**Cell sizes after repair**

(3 px per um)
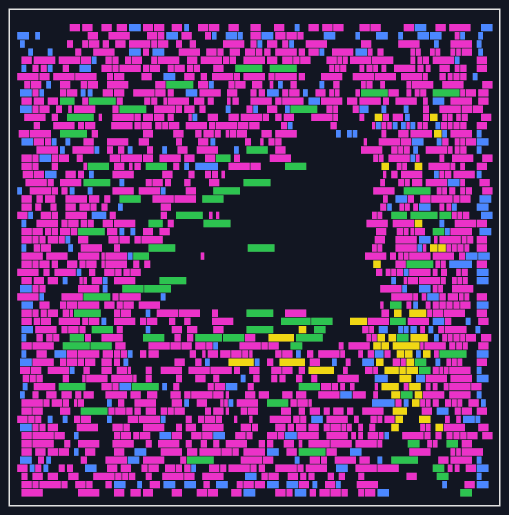
**Clock nets**

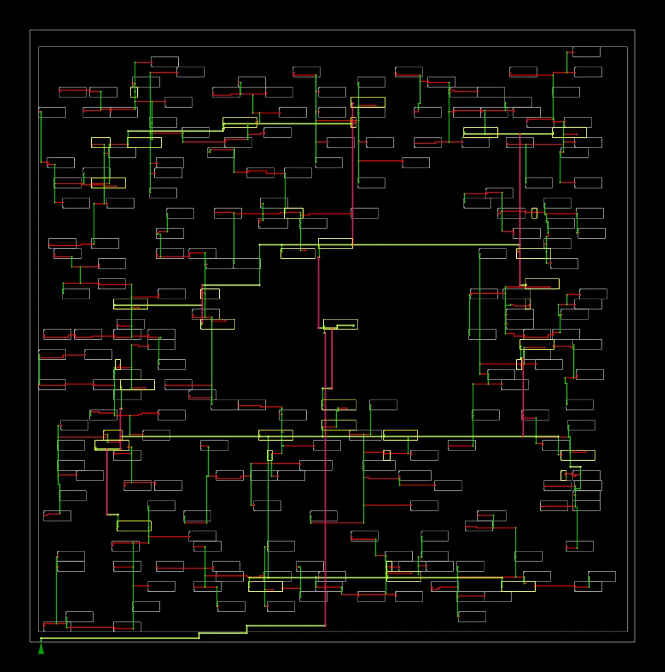
**Sequential cells colored by netlist name**

(2 px per um) Other sequential cells in the stronger gray, the rest of the logic in the fainter gray.
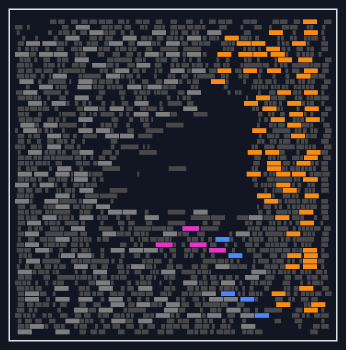
### config.mk
export PLATFORM = sky130hd
export DESIGN_NAME = alu_issue_flat
export DESIGN_NICKNAME = d
export VERILOG_FILES = /design/src/rtl/alu_pkg.sv /design/src/rtl/alu_issue_if.sv /design/src/rtl/alu_issue_decode.sv /design/src/rtl/alu_issue.sv /design/src/flat_wrapper.sv
export SDC_FILE = /design/constraint.sdc
export NUM_CORES = 1
export LEC_CHECK = 0
export CORE_AREA = 2 2 161 163
export DETAILED_ROUTE_END_ITERATION = 8
export DIE_AREA = 0 0 163 165
export GPL_TIMING_DRIVEN = 0
export HOLD_SLACK_MARGIN = 0.03
export PLACE_DENSITY = 0.72
export SLEW_MARGIN = 20
export SYNTH_ARGS = -nofsm -noshare
export SYNTH_HDL_FRONTEND = slang
export SYNTH_SLANG_ARGS = --single-unit
### constraint.sdc
create_clock -name clk_i -period 1.6 [get_ports clk_i]
set_clock_uncertainty 0.05 [all_clocks]
set_input_delay 0.4 -clock clk_i [delete_from_list [all_inputs] [get_ports clk_i]]
set_output_delay 0.4 -clock clk_i [all_outputs]
set_load 0.02 [all_outputs]
### src/rtl/alu_pkg.sv
// Shared constants and types for the ALU issue/writeback stage.
package alu_pkg;

    localparam int XLEN  = 64;
    localparam int TAG_W = 5;

    localparam logic [3:0] OP_ADD  = 4'd0;
    localparam logic [3:0] OP_SUB  = 4'd1;
    localparam logic [3:0] OP_SLL  = 4'd2;
    localparam logic [3:0] OP_SLT  = 4'd3;
    localparam logic [3:0] OP_SLTU = 4'd4;
    localparam logic [3:0] OP_XOR  = 4'd5;
    localparam logic [3:0] OP_SRL  = 4'd6;
    localparam logic [3:0] OP_SRA  = 4'd7;
    localparam logic [3:0] OP_OR   = 4'd8;
    localparam logic [3:0] OP_AND  = 4'd9;

    typedef struct packed {
        logic cflag;
        logic sum_en;
        logic and_en;
        logic xor_en;
        logic invb_en;
        logic lsh_en;
        logic rsh_en;
        logic ltu_en;
        logic lts_en;
    } alu_strobe_t;

    localparam alu_strobe_t STROBE_NONE = '{default: 1'b0};

    // Ops that have a 32-bit (W) form.
    function automatic logic w_op_legal(input logic [3:0] code);
        case (code)
            OP_ADD, OP_SUB, OP_SLL, OP_SRL, OP_SRA: w_op_legal = 1'b1;
            default:                                w_op_legal = 1'b0;
        endcase
    endfunction

endpackage

### src/rtl/alu_issue_if.sv
// Op-in / result-out handshake bundle of the issue stage.
interface alu_issue_if;
    import alu_pkg::*;

    logic             op_valid_i;
    logic             op_ready_o;
    logic [3:0]       op_code_i;
    logic             op_w_i;
    logic [XLEN-1:0]  op_a_i;
    logic [XLEN-1:0]  op_b_i;
    logic [TAG_W-1:0] op_rd_i;
    logic             res_valid_o;
    logic             res_ready_i;
    logic [XLEN-1:0]  res_data_o;
    logic [TAG_W-1:0] res_rd_o;
    logic             res_ill_o;

    modport slave (
        input  op_valid_i, op_code_i, op_w_i, op_a_i, op_b_i, op_rd_i, res_ready_i,
        output op_ready_o, res_valid_o, res_data_o, res_rd_o, res_ill_o
    );

    modport master (
        output op_valid_i, op_code_i, op_w_i, op_a_i, op_b_i, op_rd_i, res_ready_i,
        input  op_ready_o, res_valid_o, res_data_o, res_rd_o, res_ill_o
    );

endinterface

### src/rtl/alu_issue_decode.sv
// Op code (+ W flag when ALU_OPW_EN is defined) to ALU strobe bundle and illegal flag.
module alu_issue_decode
    import alu_pkg::*;
(
    input  logic [3:0]  i_op_code,
`ifdef ALU_OPW_EN
    input  logic        i_op_w,
`endif
    output alu_strobe_t o_strobe,
    output logic        o_ill
);

    // Strobe table; OR uses and+xor since the ALU ORs its terms together.
    always_comb begin
        o_strobe = STROBE_NONE;
        o_ill    = 1'b0;
        case (i_op_code)
            OP_ADD:  o_strobe.sum_en = 1'b1;
            OP_SUB:  begin o_strobe.sum_en = 1'b1; o_strobe.invb_en = 1'b1; o_strobe.cflag = 1'b1; end
            OP_SLL:  o_strobe.lsh_en = 1'b1;
            OP_SRL:  o_strobe.rsh_en = 1'b1;
            OP_SRA:  begin o_strobe.rsh_en = 1'b1; o_strobe.cflag = 1'b1; end
            OP_XOR:  o_strobe.xor_en = 1'b1;
            OP_AND:  o_strobe.and_en = 1'b1;
            OP_OR:   begin o_strobe.and_en = 1'b1; o_strobe.xor_en = 1'b1; end
            OP_SLT:  begin o_strobe.lts_en = 1'b1; o_strobe.sum_en = 1'b1;
                           o_strobe.invb_en = 1'b1; o_strobe.cflag = 1'b1; end
            OP_SLTU: begin o_strobe.ltu_en = 1'b1; o_strobe.sum_en = 1'b1;
                           o_strobe.invb_en = 1'b1; o_strobe.cflag = 1'b1; end
            default: o_ill = 1'b1;
        endcase
`ifdef ALU_OPW_EN
        if (i_op_w && !w_op_legal(i_op_code)) begin
            o_ill = 1'b1;
        end else begin
            o_ill = o_ill;
        end
`endif
    end

endmodule

### src/rtl/alu_issue.sv
// Two-stage issue (E1) / writeback (WB) wrapper around an external 64-bit ALU.
// Optional 32-bit op support is enabled by defining ALU_OPW_EN.
module alu_issue
    import alu_pkg::*;
(
    input  logic             clk_i,
    input  logic             reset_i,
    input  logic             flush_i,
    alu_issue_if.slave       bus,
    output logic [XLEN-1:0]  alu_a_o,
    output logic [XLEN-1:0]  alu_b_o,
    output logic             alu_cflag_o,
    output logic             alu_sum_en_o,
    output logic             alu_and_en_o,
    output logic             alu_xor_en_o,
    output logic             alu_invb_en_o,
    output logic             alu_lsh_en_o,
    output logic             alu_rsh_en_o,
    output logic             alu_ltu_en_o,
    output logic             alu_lts_en_o,
    input  logic [XLEN-1:0]  alu_out_i
);

    logic             r_e1_valid;
    logic [3:0]       r_e1_code;
    logic [XLEN-1:0]  r_e1_a;
    logic [XLEN-1:0]  r_e1_b;
    logic [TAG_W-1:0] r_e1_rd;
    logic             r_res_valid;
    logic [XLEN-1:0]  r_res_data;
    logic [TAG_W-1:0] r_res_rd;
    logic             r_res_ill;

    logic             w_advance;
    logic             w_op_ready;
    logic             w_accept;
    logic [XLEN-1:0]  w_load_a;
    logic [XLEN-1:0]  w_load_b;
    logic [XLEN-1:0]  w_wb_data;
    logic             w_ill;
    alu_strobe_t      w_strobe;
    alu_strobe_t      w_strobe_g;

    assign w_advance  = ~r_res_valid | bus.res_ready_i;
    assign w_op_ready = ~flush_i & (~r_e1_valid | w_advance);
    assign w_accept   = bus.op_valid_i & w_op_ready;

`ifdef ALU_OPW_EN
    logic r_e1_w;

    // W shifts use a 5-bit amount and a 32-bit source extended to suit the shift kind.
    always_comb begin
        w_load_a = bus.op_a_i;
        w_load_b = bus.op_b_i;
        if (bus.op_w_i && (bus.op_code_i == OP_SLL || bus.op_code_i == OP_SRL ||
                           bus.op_code_i == OP_SRA)) begin
            w_load_b = {{(XLEN-5){1'b0}}, bus.op_b_i[4:0]};
            if (bus.op_code_i == OP_SRL) begin
                w_load_a = {32'd0, bus.op_a_i[31:0]};
            end else if (bus.op_code_i == OP_SRA) begin
                w_load_a = {{32{bus.op_a_i[31]}}, bus.op_a_i[31:0]};
            end else begin
                w_load_a = bus.op_a_i;
            end
        end else begin
            w_load_b = bus.op_b_i;
        end
    end

    assign w_wb_data = w_ill  ? {XLEN{1'b0}} :
                       r_e1_w ? {{32{alu_out_i[31]}}, alu_out_i[31:0]} : alu_out_i;

    // W flag travels with the op in E1.
    always_ff @(posedge clk_i) begin
        if (reset_i) begin
            r_e1_w <= 1'b0;
        end else if (w_accept) begin
            r_e1_w <= bus.op_w_i;
        end
    end
`else
    assign w_load_a  = bus.op_a_i;
    assign w_load_b  = bus.op_b_i;
    assign w_wb_data = w_ill ? {XLEN{1'b0}} : alu_out_i;
`endif

    alu_issue_decode u_decode (
        .i_op_code (r_e1_code),
`ifdef ALU_OPW_EN
        .i_op_w    (r_e1_w),
`endif
        .o_strobe  (w_strobe),
        .o_ill     (w_ill)
    );

    // E1: operands stay put when empty so the ALU inputs never toggle needlessly.
    always_ff @(posedge clk_i) begin
        if (reset_i) begin
            r_e1_valid <= 1'b0;
            r_e1_code  <= 4'd0;
            r_e1_a     <= {XLEN{1'b0}};
            r_e1_b     <= {XLEN{1'b0}};
            r_e1_rd    <= {TAG_W{1'b0}};
        end else if (flush_i) begin
            r_e1_valid <= 1'b0;
        end else if (w_accept) begin
            r_e1_valid <= 1'b1;
            r_e1_code  <= bus.op_code_i;
            r_e1_a     <= w_load_a;
            r_e1_b     <= w_load_b;
            r_e1_rd    <= bus.op_rd_i;
        end else if (r_e1_valid && w_advance) begin
            r_e1_valid <= 1'b0;
        end
    end

    // WB: captures the ALU result; holds while the consumer stalls.
    always_ff @(posedge clk_i) begin
        if (reset_i) begin
            r_res_valid <= 1'b0;
            r_res_data  <= {XLEN{1'b0}};
            r_res_rd    <= {TAG_W{1'b0}};
            r_res_ill   <= 1'b0;
        end else if (flush_i) begin
            r_res_valid <= 1'b0;
        end else if (r_e1_valid && w_advance) begin
            r_res_valid <= 1'b1;
            r_res_data  <= w_wb_data;
            r_res_rd    <= r_e1_rd;
            r_res_ill   <= w_ill;
        end else if (bus.res_ready_i) begin
            r_res_valid <= 1'b0;
        end
    end

    assign w_strobe_g = (r_e1_valid && !w_ill) ? w_strobe : STROBE_NONE;

    assign bus.op_ready_o  = w_op_ready;
    assign bus.res_valid_o = r_res_valid;
    assign bus.res_data_o  = r_res_data;
    assign bus.res_rd_o    = r_res_rd;
    assign bus.res_ill_o   = r_res_ill;

    assign alu_a_o       = r_e1_a;
    assign alu_b_o       = r_e1_b;
    assign alu_cflag_o   = w_strobe_g.cflag;
    assign alu_sum_en_o  = w_strobe_g.sum_en;
    assign alu_and_en_o  = w_strobe_g.and_en;
    assign alu_xor_en_o  = w_strobe_g.xor_en;
    assign alu_invb_en_o = w_strobe_g.invb_en;
    assign alu_lsh_en_o  = w_strobe_g.lsh_en;
    assign alu_rsh_en_o  = w_strobe_g.rsh_en;
    assign alu_ltu_en_o  = w_strobe_g.ltu_en;
    assign alu_lts_en_o  = w_strobe_g.lts_en;

endmodule

### src/flat_wrapper.sv
// flat-port wrapper written by rule: the top's interface ports become plain ports
module alu_issue_flat import alu_pkg::*;
  (clk_i, reset_i, flush_i, alu_a_o, alu_b_o, alu_cflag_o, alu_sum_en_o, alu_and_en_o, alu_xor_en_o, alu_invb_en_o, alu_lsh_en_o, alu_rsh_en_o, alu_ltu_en_o, alu_lts_en_o, alu_out_i, bus_op_valid_i, bus_op_code_i, bus_op_w_i, bus_op_a_i, bus_op_b_i, bus_op_rd_i, bus_res_ready_i, bus_op_ready_o, bus_res_valid_o, bus_res_data_o, bus_res_rd_o, bus_res_ill_o);
  alu_issue_if bus_i ();
  input  logic clk_i;
  input  logic reset_i;
  input  logic flush_i;
  output logic [XLEN-1:0] alu_a_o;
  output logic [XLEN-1:0] alu_b_o;
  output logic alu_cflag_o;
  output logic alu_sum_en_o;
  output logic alu_and_en_o;
  output logic alu_xor_en_o;
  output logic alu_invb_en_o;
  output logic alu_lsh_en_o;
  output logic alu_rsh_en_o;
  output logic alu_ltu_en_o;
  output logic alu_lts_en_o;
  input  logic [XLEN-1:0] alu_out_i;
  input wire logic [$bits(bus_i.op_valid_i)-1:0] bus_op_valid_i;
  input wire logic [$bits(bus_i.op_code_i)-1:0] bus_op_code_i;
  input wire logic [$bits(bus_i.op_w_i)-1:0] bus_op_w_i;
  input wire logic [$bits(bus_i.op_a_i)-1:0] bus_op_a_i;
  input wire logic [$bits(bus_i.op_b_i)-1:0] bus_op_b_i;
  input wire logic [$bits(bus_i.op_rd_i)-1:0] bus_op_rd_i;
  input wire logic [$bits(bus_i.res_ready_i)-1:0] bus_res_ready_i;
  output wire logic [$bits(bus_i.op_ready_o)-1:0] bus_op_ready_o;
  output wire logic [$bits(bus_i.res_valid_o)-1:0] bus_res_valid_o;
  output wire logic [$bits(bus_i.res_data_o)-1:0] bus_res_data_o;
  output wire logic [$bits(bus_i.res_rd_o)-1:0] bus_res_rd_o;
  output wire logic [$bits(bus_i.res_ill_o)-1:0] bus_res_ill_o;
  assign bus_i.op_valid_i = bus_op_valid_i;
  assign bus_i.op_code_i = bus_op_code_i;
  assign bus_i.op_w_i = bus_op_w_i;
  assign bus_i.op_a_i = bus_op_a_i;
  assign bus_i.op_b_i = bus_op_b_i;
  assign bus_i.op_rd_i = bus_op_rd_i;
  assign bus_i.res_ready_i = bus_res_ready_i;
  assign bus_op_ready_o = bus_i.op_ready_o;
  assign bus_res_valid_o = bus_i.res_valid_o;
  assign bus_res_data_o = bus_i.res_data_o;
  assign bus_res_rd_o = bus_i.res_rd_o;
  assign bus_res_ill_o = bus_i.res_ill_o;
  alu_issue u_core (.clk_i(clk_i), .reset_i(reset_i), .flush_i(flush_i), .bus(bus_i), .alu_a_o(alu_a_o), .alu_b_o(alu_b_o), .alu_cflag_o(alu_cflag_o), .alu_sum_en_o(alu_sum_en_o), .alu_and_en_o(alu_and_en_o), .alu_xor_en_o(alu_xor_en_o), .alu_invb_en_o(alu_invb_en_o), .alu_lsh_en_o(alu_lsh_en_o), .alu_rsh_en_o(alu_rsh_en_o), .alu_ltu_en_o(alu_ltu_en_o), .alu_lts_en_o(alu_lts_en_o), .alu_out_i(alu_out_i));
endmodule
==> run notes <==
Figures from the flow reports.

Logic synthesis:
- The run puts the synthesized net count at 1160.
- The run gives the and-or/or-and share of the synthesized area as 8.19%.
- The run puts the fraction of registers with async set/reset at 0%.
- The run gives the average instance area after synthesis as 9.70 sq um.
- The run puts the number of warnings reported in the yosys synthesis log at 0.
- The run puts the count of different cell masters after synthesis at 26.
- By count the netlist is led by sky130_fd_sc_hd__nand2b_1, sky130_fd_sc_hd__dfxtp_1, sky130_fd_sc_hd__mux2i_1.
- The run gives the chip area in the Yosys report as 9240 sq um.
- Yosys reports the multiplexer fraction of the synthesized area as 14.8%.
- The run gives the post-synthesis register bit count as 209.
- The run gives the number of flops mapped to enable cells by yosys as 0.
- The run gives the register share after synthesis as 45.3%.
- The run gives the area of the mapped netlist as 9240 sq um.
- The run puts the post-synthesis share of cell area spent on and, or, nand and nor gates at 24.6%.

Drt:
- TritonRoute output was used to compute an average wire per cell of 18.6 um.
- After detailed routing, the met2 layer carries 16600 um of wire.
- For this block, wires on met1 add up to 12200 um.
- The run gives the iteration count of the initial detailed-routing pass as 6.
- The detailed router placed 8682 vias in this run.
- The highest metal layer carrying signal wires in the routed design is met4.
- Per the post-route antenna check, the number of violating nets is 0.
- The run puts the number of remaining DRC errors at 0.
- The run gives the via density per instance as 4.92.

Floorplanning:
- The run gives the well tap count as 330.
- The run puts the height of the die at 165 um.
- The run puts the standard cell core area at 25000 sq um.
- The run gives the total I/O pin count as 416.
- Per the OpenROAD floorplan log, the width of the die is 163 um.

CTS:
- The run puts the number of buffers inserted to repair setup after CTS at 9.
- TritonCTS built the clock tree.
- The run puts the clock sink count at 209.
- CTS built an H-tree with a depth of 1.

Placement:
- The run puts the total instance count after detailed placement at 1696.
- Detailed placement ended at an HPWL of 23800 um.
- The run gives the global placer's final weighted congestion as 0.828.

Worst setup path:
- The critical path in this run is classified as register to output port.
- OpenSTA lists the critical path endpoint as alu_invb_en_o.
- STA classifies the critical path endpoint as an output port.
- The worst register-to-register path ends at u_core.alu_a_o[32].
- The run puts the critical path buffer and inverter count at 2.
- According to the timing report, the data required time at the worst endpoint equals 1.15 ns.
- The run puts the setup slack of the most critical reg-to-reg path at -0.01 ns.

Power and ir drop:
- The run gives the proportion of power drawn by flip-flops and latches as 43.4%.
- The run gives the total design power as 12.8 mW.
- The run puts the combinational cell power at 2.08 mW.
- The run puts the part of the total power dissipated in combinational logic at 16.3%.
- The switching portion of total power comes to 25.0%.
- The run puts the internal portion of total power at 9.58 mW.

Cells and area:
- The run puts the count of multi-input gates at 651.
- The run puts the proportion of layout cells with a drive suffix above 1 at 24.5%.
- The run puts the combinational share of cell area at 30.8%.
- In the final layout, the clock buffer count is 37.
- In this run the layout overhead on the synthesized area is reported as 58.7%.
- The run puts the area fraction of clock buffers and clock inverters at 4.92%.
- The layout has 534 buffers outside the clock class.
- The run puts the sequential standard cell area at 4200 sq um.
- The run gives the most frequent logic cell in the layout as sky130_fd_sc_hd__nand2b_1.
- The run puts the buffer share of cell area at 32.8%.

STA:
- For the final routed database, the setup TNS stands at -3.78 ns.
- The run puts the period utilization at 132%.
- The run puts the least setup slack across all paths after layout at -0.506 ns.
- The run puts the final number of setup-violating endpoints at 14.
- The run puts the final-report hold violation count at 0.

Global route:
- Entering global routing, the biggest net connects 12 pins.
- The run puts the first-pass GRT wire length at 47600 um.
- Recorded from the global router log, the overflow total was 0.

Flow run:
- The run puts the number of OpenROAD warnings at 30.
- The run puts the count of maximum capacitance violations at 0.

Worst hold path:
- The run gives the hold-critical path depth as 2.

Run status:
- The final reports fail on setup timing.
- The run finished, with violations left.
-- 'cell sizes after repair' (at the start) --
Key: magenta = _0 and _1 cells [cells 1083, share 76%, most used nand2b_1]; green = _6 and larger [cells 73, share 5.1%, most used clkbuf_16]; blue = _2 cells [cells 236, share 16%, most used buf_2]; yellow = _3 and _4 cells [cells 42, share 2.9%, most used buf_4]

-- 'clock nets' (at the start) --
sequential cell count of the final layout: 209
CTS Buf Count: 24

-- 'sequential cells colored by netlist name' (at the start) --
Key: orange = u_core.bus.res_data_o [placed flops 64, where a vertical strip on the right]; blue = u_core.bus.res_rd_o [placed flops 5]; magenta = u_core.r_e1_code [placed flops 4]

==> sequential cells by signal, summed over array words and instances, names as in the netlist <==
| register | cells |
|---|---|
| u_core.bus.res_ill_o | 1 |
| u_core.bus.res_valid_o | 1 |
| u_core.alu_a_o | 64 |
| u_core.bus.res_data_o | 64 |
| u_core.alu_b_o | 64 |
| u_core.r_e1_code | 4 |
| u_core.r_e1_valid | 1 |
| u_core.bus.res_rd_o | 5 |
| u_core.r_e1_rd | 5 |
==> layer usage <==
layer	GRT usage, %	up-vias
li1	-	4187
met1	24.2	4057
met2	41.0	374
met3	7.33	64
met4	8.85	0
met5	0	-
Power figures rest on the tool's default switching activity, not on a simulated workload.
